Run 1, register map, names as in the netlist:
Scale bar: 20 um. Other sequential cells in the stronger grey, the rest of the logic in the fainter grey.
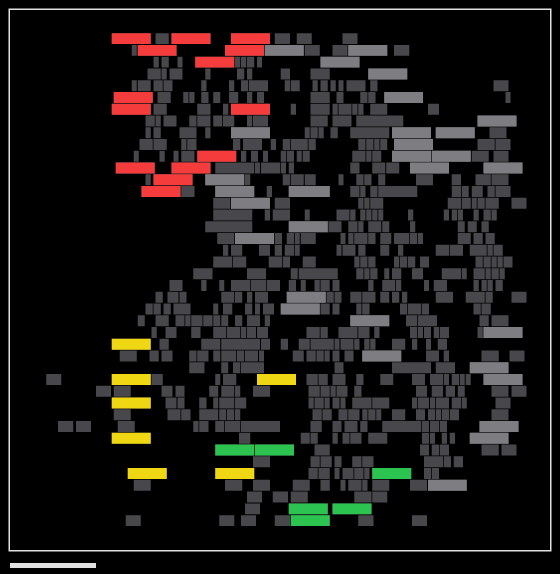
Run 1, clock wires, drivers and flops:
Scale bar: 20 um.
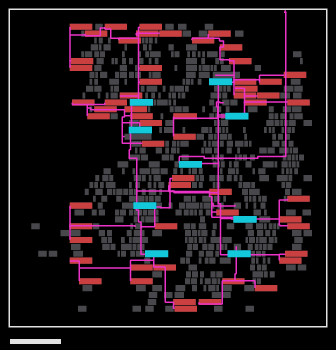
Run 1, cells coloured by class:
Fill, decap, tap and diode cells in grey.
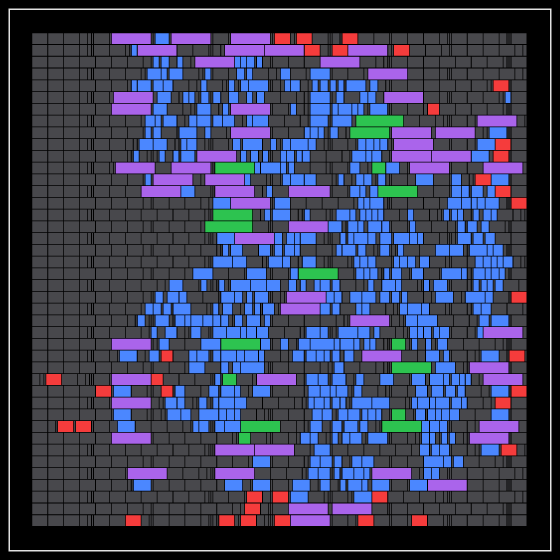
Run 1, clock wiring as the flow saved it:
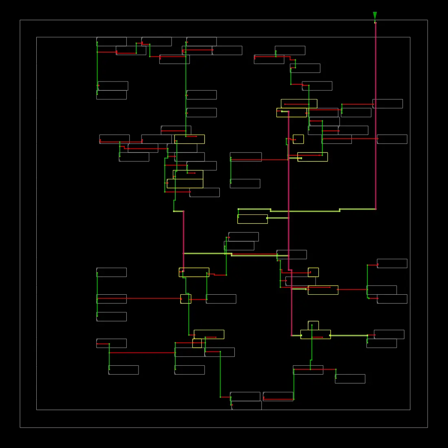
--- config.mk ---
export PLATFORM = sky130hd
export DESIGN_NAME = time_report_tx
export DESIGN_NICKNAME = d
export VERILOG_FILES = /design/src/rtl/time_report_tx.sv
export SDC_FILE = /design/constraint.sdc
export NUM_CORES = 1
export LEC_CHECK = 0
export CORE_MARGIN = 5
export CORE_UTILIZATION = 35
export CTS_BUF_LIST = sky130_fd_sc_hd__clkbuf_4 sky130_fd_sc_hd__clkbuf_8 sky130_fd_sc_hd__clkbuf_16
export DETAILED_ROUTE_END_ITERATION = 8
export SYNTH_ARGS = -nofsm -noshare
export SYNTH_HDL_FRONTEND = slang
export SYNTH_SLANG_ARGS = --single-unit
--- constraint.sdc ---
create_clock -name clk -period 4.1 [get_ports clk]
set_input_delay 0.82 -clock clk [delete_from_list [all_inputs] [get_ports clk]]
set_output_delay 0.82 -clock clk [all_outputs]
set_load 0.01 [all_outputs]
--- src/rtl/time_report_tx.sv ---
// ---------------------------------------------------------------------------
// time_report_tx
//
// Serialises a time-of-day snapshot as ASCII "HH:MM:SS.CC" over a UART 8N1
// line. Build with TIME_REPORT_CRLF_EN defined to append CR LF to every
// frame (13 characters instead of 11).
//
// Parameters
//   CLK_FREQ  system clock frequency in Hz
//   BAUD      UART bit rate; each bit lasts CLK_FREQ/BAUD clocks
//
// Ports
//   clk        system clock, all state on the rising edge
//   reset      asynchronous, active-high reset
//   i_start    one-cycle report request
//   i_hour     hours 0-23
//   i_min      minutes 0-59
//   i_sec      seconds 0-59
//   i_msec     centiseconds 0-99
//   uart_tx    registered serial line, idle high
//   o_busy     high while a frame is being sent
//   o_done     one-cycle pulse when the last stop bit completes
//   dbg_state  current FSM state (IDLE=0, START=1, DATA=2, STOP=3)
//
// Request handshake: i_start is a valid-only strobe. It is accepted on any
// rising edge where i_start=1 and o_busy=0; the time inputs are captured on
// that same edge. A strobe seen while o_busy=1 is dropped, never queued.
// o_busy is already low in the cycle o_done pulses, so a request in that
// cycle is accepted and the next frame starts right after.
// ---------------------------------------------------------------------------
module time_report_tx #(
  parameter int CLK_FREQ = 100_000_000,
  parameter int BAUD     = 9600
) (
  input  logic       clk,
  input  logic       reset,
  input  logic       i_start,
  input  logic [4:0] i_hour,
  input  logic [5:0] i_min,
  input  logic [5:0] i_sec,
  input  logic [6:0] i_msec,
  output logic       uart_tx,
  output logic       o_busy,
  output logic       o_done,
  output logic [1:0] dbg_state
);

  localparam int BIT_CLKS = CLK_FREQ / BAUD;
  localparam int CNT_W    = (BIT_CLKS > 1) ? $clog2(BIT_CLKS) : 1;
  localparam logic [CNT_W-1:0] CNT_LAST = CNT_W'(BIT_CLKS - 1);

`ifdef TIME_REPORT_CRLF_EN
  localparam int NUM_CHARS = 13;
`else
  localparam int NUM_CHARS = 11;
`endif
  localparam logic [3:0] CHAR_LAST = 4'(NUM_CHARS - 1);

  typedef enum logic [1:0] {
    IDLE  = 2'd0,
    START = 2'd1,
    DATA  = 2'd2,
    STOP  = 2'd3
  } state_t;

  state_t           state;
  logic [CNT_W-1:0] baud_cnt;
  logic [2:0]       bit_cnt;
  logic [3:0]       char_idx;
  logic [6:0]       tx_shift;   // remaining data bits of the current char
  logic [4:0]       hour_q;
  logic [5:0]       min_q;
  logic [5:0]       sec_q;
  logic [6:0]       msec_q;
  logic [7:0]       cur_char;
  logic             bit_done;

  assign dbg_state = state;
  assign bit_done  = (baud_cnt == CNT_LAST);

  function automatic logic [7:0] tens_ascii(input logic [6:0] v);
    logic [6:0] d;
    d = (v / 7'd10) % 7'd10;
    return 8'h30 + {1'b0, d};
  endfunction

  function automatic logic [7:0] units_ascii(input logic [6:0] v);
    logic [6:0] d;
    d = v % 7'd10;
    return 8'h30 + {1'b0, d};
  endfunction

  // Character selected by position within the frame, built from the
  // snapshot so input changes mid-frame have no effect.
  always_comb begin
    cur_char = 8'h00;
    case (char_idx)
      4'd0:    cur_char = tens_ascii({2'b00, hour_q});
      4'd1:    cur_char = units_ascii({2'b00, hour_q});
      4'd2:    cur_char = 8'h3A;
      4'd3:    cur_char = tens_ascii({1'b0, min_q});
      4'd4:    cur_char = units_ascii({1'b0, min_q});
      4'd5:    cur_char = 8'h3A;
      4'd6:    cur_char = tens_ascii({1'b0, sec_q});
      4'd7:    cur_char = units_ascii({1'b0, sec_q});
      4'd8:    cur_char = 8'h2E;
      4'd9:    cur_char = tens_ascii(msec_q);
      4'd10:   cur_char = units_ascii(msec_q);
`ifdef TIME_REPORT_CRLF_EN
      4'd11:   cur_char = 8'h0D;
      4'd12:   cur_char = 8'h0A;
`endif
      default: cur_char = 8'h00;
    endcase
  end

  // uart_tx always holds the level of the bit currently on the line; it is
  // updated on the same edge that moves to the next bit, so bit boundaries
  // land exactly every BIT_CLKS clocks with no idle gap between characters.
  always_ff @(posedge clk or posedge reset) begin
    if (reset) begin
      state    <= IDLE;
      baud_cnt <= '0;
      bit_cnt  <= '0;
      char_idx <= '0;
      tx_shift <= '0;
      hour_q   <= '0;
      min_q    <= '0;
      sec_q    <= '0;
      msec_q   <= '0;
      uart_tx  <= 1'b1;
      o_busy   <= 1'b0;
      o_done   <= 1'b0;
    end else begin
      o_done <= 1'b0;
      case (state)
        IDLE: begin
          if (i_start) begin
            hour_q   <= i_hour;
            min_q    <= i_min;
            sec_q    <= i_sec;
            msec_q   <= i_msec;
            baud_cnt <= '0;
            bit_cnt  <= '0;
            char_idx <= '0;
            uart_tx  <= 1'b0;
            o_busy   <= 1'b1;
            state    <= START;
          end
        end

        START: begin
          if (bit_done) begin
            baud_cnt <= '0;
            bit_cnt  <= '0;
            uart_tx  <= cur_char[0];
            tx_shift <= cur_char[7:1];
            state    <= DATA;
          end else begin
            baud_cnt <= baud_cnt + CNT_W'(1);
          end
        end

        DATA: begin
          if (bit_done) begin
            baud_cnt <= '0;
            if (bit_cnt == 3'd7) begin
              uart_tx <= 1'b1;
              state   <= STOP;
            end else begin
              bit_cnt  <= bit_cnt + 3'd1;
              uart_tx  <= tx_shift[0];
              tx_shift <= {1'b0, tx_shift[6:1]};
            end
          end else begin
            baud_cnt <= baud_cnt + CNT_W'(1);
          end
        end

        STOP: begin
          if (bit_done) begin
            baud_cnt <= '0;
            if (char_idx == CHAR_LAST) begin
              char_idx <= '0;
              uart_tx  <= 1'b1;
              o_busy   <= 1'b0;
              o_done   <= 1'b1;
              state    <= IDLE;
            end else begin
              char_idx <= char_idx + 4'd1;
              uart_tx  <= 1'b0;
              state    <= START;
            end
          end else begin
            baud_cnt <= baud_cnt + CNT_W'(1);
          end
        end

        default: state <= IDLE;
      endcase
    end
  end

endmodule

==> flow_summary.ini, run 1 <==
; flow metrics
[sta]
finalSetupViolCount = 0
clock.fmax_ghz = 0.270
drv_slew = 0
tightest_slew_ns = 1.25
period_needed_ns = 3.70
setup_tns_ns = 0
setup_ws_ns = 0.398
grt_setup_unrepaired = false
slew-limit-headroom = 0.166
final_hold_viol_count = 0
post-route-period-util = 0.903

[setup_path]
arrival_ns = 3.97
r2r_slack_ns = 0.40
endpoint = uart_tx
r2r_end = uart_tx
cpMostUsedCell = o21ai_0
r2r_start = msec_q[5]
r2r.worst_path.cells = 12
slowest_stage = dfrtp_1
cp-startpoint = msec_q[5]
crit_path_start_kind = register
max_stage_delay_ns = 0.68
worst-path-max-fanout = 21
criticalPathCategory = register to register
cp-end-kind = register
crit_chain = nor2b_1 > o221a_2 > xnor2_1 > ha_1 > o21ai_0 > a22o_1 > or3_1 > a21oi_2 > o21ai_0 > o311ai_1 > a311oi_1 > a21o_1
critPathRequiredTime_ns = 4.37

[clock_tree]
cts_setup_buffers = 0
clk_pin_slew_ns = 0.06
cts_hold_buffers = 0
cts_tree = yes
cts_buffers = 9
cts-root-buf = clkbuf_16
cts-resized-gates = 0
cts_buffer_depth = 2
htreeDepth = 3

[synthesis]
topCombFamilyByArea = simple AND/OR/NAND/NOR gates
ys_sh_simple = 0.241
yosys_warnings = 0
synthFlopType = dfrtp_1
ys_types = 68
mux_share = 0.0887
synth_seq_share = 0.309
syn-cell-area_um2 = 4620
fa_ha_area_frac = 0.0563
ys_area_um2 = 4620
yosys_cells = 572
synth-xor-area-share = 0.0436
yosys.area_share.aoi = 0.215
edf_count = 0
ys_ff = 57
synth_nets = 619
synth_area_per_cell_um2 = 8.08
postSynthCellCount = 572
async_flop_share = 1.00

[hold_path]
whs_endpoint = bit_cnt[2]
min_from = bit_cnt[2]
hold_class = register to register
whs_path_depth = 2

[power]
power.switching_mw = 0.302
swShare = 0.212
cellLeakagePower_nw = 2.24
p_comb_frac = 0.026
vdd_ir_drop_max_mv = 0.171
clkPwrFrac = 0.579
cellPowerDensity_nw_per_um2 = 265
p_seq_frac = 0.395
intPower_mw = 1.12
power_mw = 1.42

[floorplanning]
fp.dieH_um = 125
dieArea_um2 = 15600
initial_utilization = 0.353
core_area_um2 = 13100
io_pins = 32
chipWidth_um = 125
rows = 42

[finish]
seqCellArea_um2 = 1430
drive_gt1_frac = 0.108
syn_to_final_growth_pct = 16.4
comb_area_um2 = 2980
layout.cells.non_filler = 766
finalNetCount = 632
utilization = 0.411
diodes = 0
fillers = 1300

[place]
dp_hpwl_um = 8680
place_ws_ns = 0.446
dp.cells = 750
portBuffers = 31
place_congestion = 0.885

[routing]
drc = 0
avgViaCountPerCell = 5.57
initialDrtViolationCount = 361
num_vias = 4266
first_pass_iters = 5
wire_per_inst_um = 15.3
ant_nets = 0
drt_wl_total_um = 11700

[global_route]
grt_overflow_total = 0
grt_use_met3 = 0.0222
met2_usage = 0.250
grt_pass1_wl_um = 19900
antenna_found_initial = 0
grt_pass1_vias = 4001
globalRouteMet1Util = 0.198
grt.busiest_layer = met2
grt_usage = 0.152
grt_max_degree = 37

[job]
warnings = 35
maxCapViolations = 0

[status]
status = finished, final reports clean
Notes on 'register map, names as in the netlist' above:
[red] `baud_cnt` | flops: 14
[green] `sec_q` | flops: 6 | where: bottom middle
[yellow] `msec_q` | flops: 7 | where: bottom left
not coloured: 30

Notes on 'clock wires, drivers and flops' above:
[red] flip-flops | count: 57
[magenta] clock wires | length: 939 um
[cyan] clock drivers | count: 9
flops lie: spread over the die
routed clock nets: 10
Insertion Delay late pin: 0.33 ns
P_clk: 0.825 mW
Clock Skew: 0.00560 ns

Notes on 'cells coloured by class' above:
[purple] sequential cells | cells: 57
[blue] combinational and other logic | cells: 482
[green] clock drivers and dummy loads | cells: 16
[red] remaining buffers and delay cells | cells: 35

Notes on 'clock wiring as the flow saved it' above:
# clk buffers: 9
CTS Sinks: 57

## run 1: power by group through the flow
stage	clock [mW]	sequential (mW)	combinational, mW
floorplan	0	0.573	0.00860
detailed placement	0	0.573	0.0388
global route	0.874	0.562	0.0422
finish	0.825	0.563	0.0372
CTS	0.845	0.563	0.0390
global placement	0	0.573	0.0381
## run 1: critical path: cells and delay by family (launching register included)
kind | cells | cell delay [ns]
flip-flops | 1 | 0.68
AND-OR/OR-AND | 8 | 1.73
XOR/XNOR | 1 | 0.18
adder cells (fa/ha/maj) | 1 | 0.28
AND/OR/NAND/NOR | 2 | 0.76
## run 1: synth_stat cells (all sizes together) (2+ instances only)
cell type	instances	area share
a211oi	6	0.0097
dfrtp	56	0.30
o21ai	53	0.057
nor2b	16	0.022
ha	20	0.054
o2111ai	2	0.0038
nor3	12	0.013
nand2b	16	0.022
a221oi	4	0.0089
mux2i	5	0.011
buf	7	0.0070
clkbuf	26	0.021
and3	4	0.0054
a22oi	6	0.0097
a221o	2	0.0043
a22o	3	0.0057
nand2	57	0.046
or3	5	0.0068
inv	24	0.019
or2	4	0.0054
nand4	8	0.011
o211ai	8	0.013
a32oi	3	0.0057
o221ai	2	0.0038
xor2	11	0.021
nor4	2	0.0027
xnor2	12	0.023
nand3b	5	0.0081
a21oi	30	0.034
and2	2	0.0027
a21o	3	0.0049
o311ai	6	0.011
a31oi	8	0.011
a311oi	3	0.0057
nor2	64	0.054
mux2	32	0.078
nor4b	2	0.0038
nand3	18	0.019
o31ai	2	0.0043
o22ai	3	0.0041
## run 1: placed cells by master (no fill, tap or decap), drive strengths merged, types with 4 or more instances in the layout
cell type and count:
nand4 8, xnor2 12, a31oi 8, o311ai 6
inv 26, nand2 57, or3 5, clkdlybuf4s50 31
nand3 18, a221oi 4, dfrtp 56, and3 4
nand3b 5, a211oi 6, mux2 32, a21oi 30
o211ai 8, nor2b 16, xor2 11, a22oi 6
or2 4, nor2 64, buf 4, o21ai 53
ha 20, nand2b 16, clkbuf 9, nor3 12
mux2i 5
## run 1: layout make-up
type,count,share of cell area
sequential,57,0.265
multi-input combinational,458,0.553
clock buffer,9,0.0418
tap,176,0.0409
timing repair buffer,35,0.0632
inverter,24,0.0167
clock inverter,7,0.0191
## run 1: state kept, by name (all words and copies together) (netlist names)
| signal | count |
|---|---|
| tx_shift | 7 |
| o_done | 1 |
| min_q | 6 |
| dbg_state | 2 |
| char_idx | 4 |
| sec_q | 6 |
| bit_cnt | 3 |
| uart_tx | 1 |
| msec_q | 7 |
| baud_cnt | 14 |
| o_busy | 1 |
| hour_q | 5 |
## run 1: metal layers
layer | routed length (um) | vias to the layer above | part of all wire
li1 | - | 2092 | -
met1 | 5330 | 2067 | 0.46
met2 | 5690 | 86 | 0.49
met3 | 345 | 21 | 0.029
met4 | 334 | 0 | 0.029
met5 | 0 | - | 0
## run 1: metrics by stage
step           hold WS (ns)  instance area, um2
2_1_floorplan         0.454                4620
6_report              0.508                5380
5_1_grt               0.538                5380
4_1_cts               0.509                5380
3_3_place_gp          0.472                5050
3_5_place_dp          0.496                5050
==> run 1 -> run 2 <==
--- a/config.mk
+++ b/config.mk
@@ -5,10 +5,12 @@
 export SDC_FILE = /design/constraint.sdc
 export NUM_CORES = 1
 export LEC_CHECK = 0
+export CAP_MARGIN = 5
 export CORE_MARGIN = 5
 export CORE_UTILIZATION = 35
 export CTS_BUF_LIST = sky130_fd_sc_hd__clkbuf_4 sky130_fd_sc_hd__clkbuf_8 sky130_fd_sc_hd__clkbuf_16
 export DETAILED_ROUTE_END_ITERATION = 8
+export MAX_ROUTING_LAYER = met4
 export SYNTH_ARGS = -nofsm -noshare
 export SYNTH_HDL_FRONTEND = slang
 export SYNTH_SLANG_ARGS = --single-unit
Run 2, clock wires, drivers and flops:
Scale bar: 20 um.
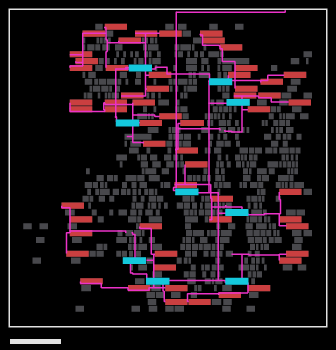
[red] flip-flops | count: 57
[cyan] clock drivers | count: 9
[magenta] clock wires | length: 952 um
routed clock nets: 10

Run 2, clock wiring as the flow saved it:
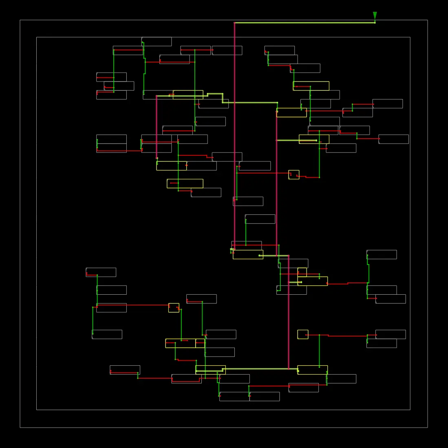
Insertion Delay late pin: 0.34 ns
Clock Skew: 0.00815 ns
seq_cells: 57

==> flow_summary.ini, run 2 <==
; flow metrics
[sta]
finalSetupViolCount = 0
setup_tns_ns = 0
period_needed_ns = 3.75
tightest_slew_ns = 1.12
clock.fmax_ghz = 0.267
drv_slew = 0
post-route-period-util = 0.915
slew-limit-headroom = 0.249
grt_setup_unrepaired = false
final_hold_viol_count = 0
hold-worst-slack_ns = 0.491

[clock_tree]
cts_buffers = 9
cts_tree = yes
cts-resized-gates = 0
cts_setup_buffers = 0
htreeDepth = 3
cts_buffer_depth = 2
clk_pin_slew_ns = 0.06
cts_num_sinks = 57
cts-root-buf = clkbuf_16
cts_hold_buffers = 0

[synthesis]
yosys_warnings = 0
synth_area_per_cell_um2 = 8.08
top_cell = nor2_1
largest_area_cell = dfrtp_1
fa_ha_area_frac = 0.0563
top_area_frac = 0.303
synth_nets = 619
topCombFamilyByArea = simple AND/OR/NAND/NOR gates
synth_seq_share = 0.309
area_leaders = dfrtp_1 (30%), mux2_2 (7.8%), ha_1 (5.4%)
postSynthCellCount = 572
yosys_cells = 572
synthFlopType = dfrtp_1
synth.cells.most_frequent = nor2_1 (63), nand2_1 (57), dfrtp_1 (56)
ys_ff = 57
ys_types = 68
syn-cell-area_um2 = 4620
synth-xor-area-share = 0.0436
edf_count = 0
ys_area_um2 = 4620
ys_sh_simple = 0.241
mux_share = 0.0887
async_flop_share = 1.00
yosys.area_share.aoi = 0.215

[routing]
dr_wl_met3_um = 444
drt_wl_total_um = 11800
met1_length_um = 5360
routed.top_layer = met4
avgViaCountPerCell = 5.56
num_vias = 4261
first_pass_iters = 5
ant_nets = 0
wl_met2_um = 5700
drc = 0
wire_per_inst_um = 15.4
initialDrtViolationCount = 317

[setup_path]
arrival_ns = 3.95
r2r_slack_ns = 0.35
worst-path-max-fanout = 21
slowest_stage = dfrtp_1
crit_chain = nor2b_1 > o221a_2 > xnor2_1 > ha_1 > inv_1 > a31oi_1 > a21oi_1 > or3_1 > a21oi_2 > mux2i_1 > a2111oi_0 > a21oi_1
critPathRequiredTime_ns = 4.30
cpMostUsedCell = a21oi_1
cp-end-kind = register
crit_path_start_kind = register
max_stage_delay_ns = 0.69
criticalPathCategory = register to register

[power]
cellPowerDensity_nw_per_um2 = 265
power_mw = 1.43
vdd_ir_drop_max_mv = 0.184
cellLeakagePower_nw = 2.24

[job]
maxCapViolations = 0
warnings = 35

[global_route]
grt_overflow_total = 0
antenna_found_initial = 0
grt_usage = 0.157
grt_pass1_vias = 4037
grt_pass1_wl_um = 19800
grt_max_degree = 37

[status]
status = finished, final reports clean

[finish]
lay_top_count = nor2_1
drive_gt1_frac = 0.108
diodes = 0
mostFrequentLayoutCells = nor2_1 (63), nand2_1 (57), dfrtp_1 (56), o21ai_0 (50), mux2_2 (32)
finalNetCount = 632
largest_reg_flops = 14
regMostFlops = baud_cnt
reg_top3 = baud_cnt x14, msec_q x7, tx_shift x7
syn_to_final_growth_pct = 16.4

[place]
place_congestion = 0.898
portBuffers = 31
dp_hpwl_um = 8850

[floorplanning]
dieArea_um2 = 15600
chipWidth_um = 125
io_pins = 32
fp.dieH_um = 125
initial_utilization = 0.353

[hold_path]
hold_class = register to register
Run 2, cells coloured by class:
Fill, decap, tap and diode cells in grey.
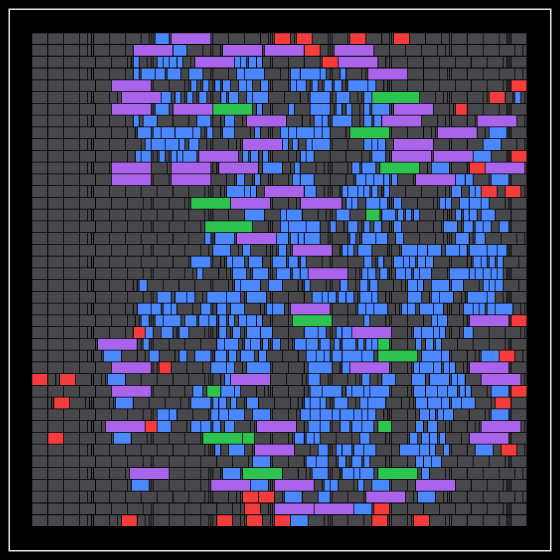
[blue] combinational and other logic | cells: 482
[green] clock drivers and dummy loads | cells: 16
[red] remaining buffers and delay cells | cells: 35
[purple] sequential cells | cells: 57
std cell rows: 42
design area: 5380 um2
fin util: 0.411
proportion of cell area occupied by registers: 0.265
CORE AREA: 13100 um2

## run 2: cell counts after synthesis
No cell type changed its count.
## run 2: cell families after synthesis
logic type / Yosys count
AND-OR/OR-AND: 153
XOR/XNOR: 23
adder cells (fa/ha/maj): 21
buffers and inverters: 57
flip-flops: 57
multiplexers: 37
AND/OR/NAND/NOR: 224
## run 2: cell type report
| type | count | area, um2 |
|---|---|---|
| timing repair buffer | 35 | 340 |
| clock inverter | 7 | 101 |
| multi-input combinational | 458 | 2980 |
| inverter | 24 | 90.1 |
| clock buffer | 9 | 225 |
| fill | 1316 | 7700 |
| sequential | 57 | 1430 |
| tap | 176 | 220 |
## run 2: worst max-delay path: cells and delay by family (launching register included)
kind | cells | cell delay (ns)
fa+ha+maj | 1 | 0.29
buf+inv | 1 | 0.10
flops | 1 | 0.69
mux | 1 | 0.12
xor+xnor | 1 | 0.18
simple gates | 2 | 0.75
compound gates | 6 | 1.47
## run 2: metrics by stage
step           cell area, um2  setup slack (ns)   util  std cells
2_1_floorplan            4620             0.735      -        572
3_3_place_gp             5050             0.616  0.386        750
3_5_place_dp             5050             0.411  0.386        750
4_1_cts                  5380             0.405  0.411        766
5_1_grt                  5380            0.0185  0.411        766
6_report                 5380             0.350  0.411        766
## run 2: final timing paths
| check | start | end | cells past startpoint |
|---|---|---|---|
| hold / removal | bit_cnt[2] | bit_cnt[2] | 2 |
| setup reg to reg | msec_q[5] | tx_shift[1] | 12 |
| max in group asynchronous | reset | uart_tx | 3 |
| setup / recovery | msec_q[5] | tx_shift[1] | 12 |
| min in group asynchronous | reset | min_q[4] | 2 |
| hold reg to reg | bit_cnt[2] | bit_cnt[2] | 2 |
## run 2: layer usage
| metal | track usage | up-vias |
|---|---|---|
| li1 | - | 2095 |
| met1 | 0.193 | 2045 |
| met2 | 0.257 | 101 |
| met3 | 0.0311 | 20 |
| met4 | 0.0612 | 0 |
| met5 | - | - |
## run 2: where the power goes
group | internal [mW] | total (mW) | switching (mW)
registers | 0.563 | 0.563 | 0
logic | 0.0224 | 0.0372 | 0.0148
clock network | 0.536 | 0.826 | 0.289
No activity file was given, so power comes from the tool's default toggle rates.
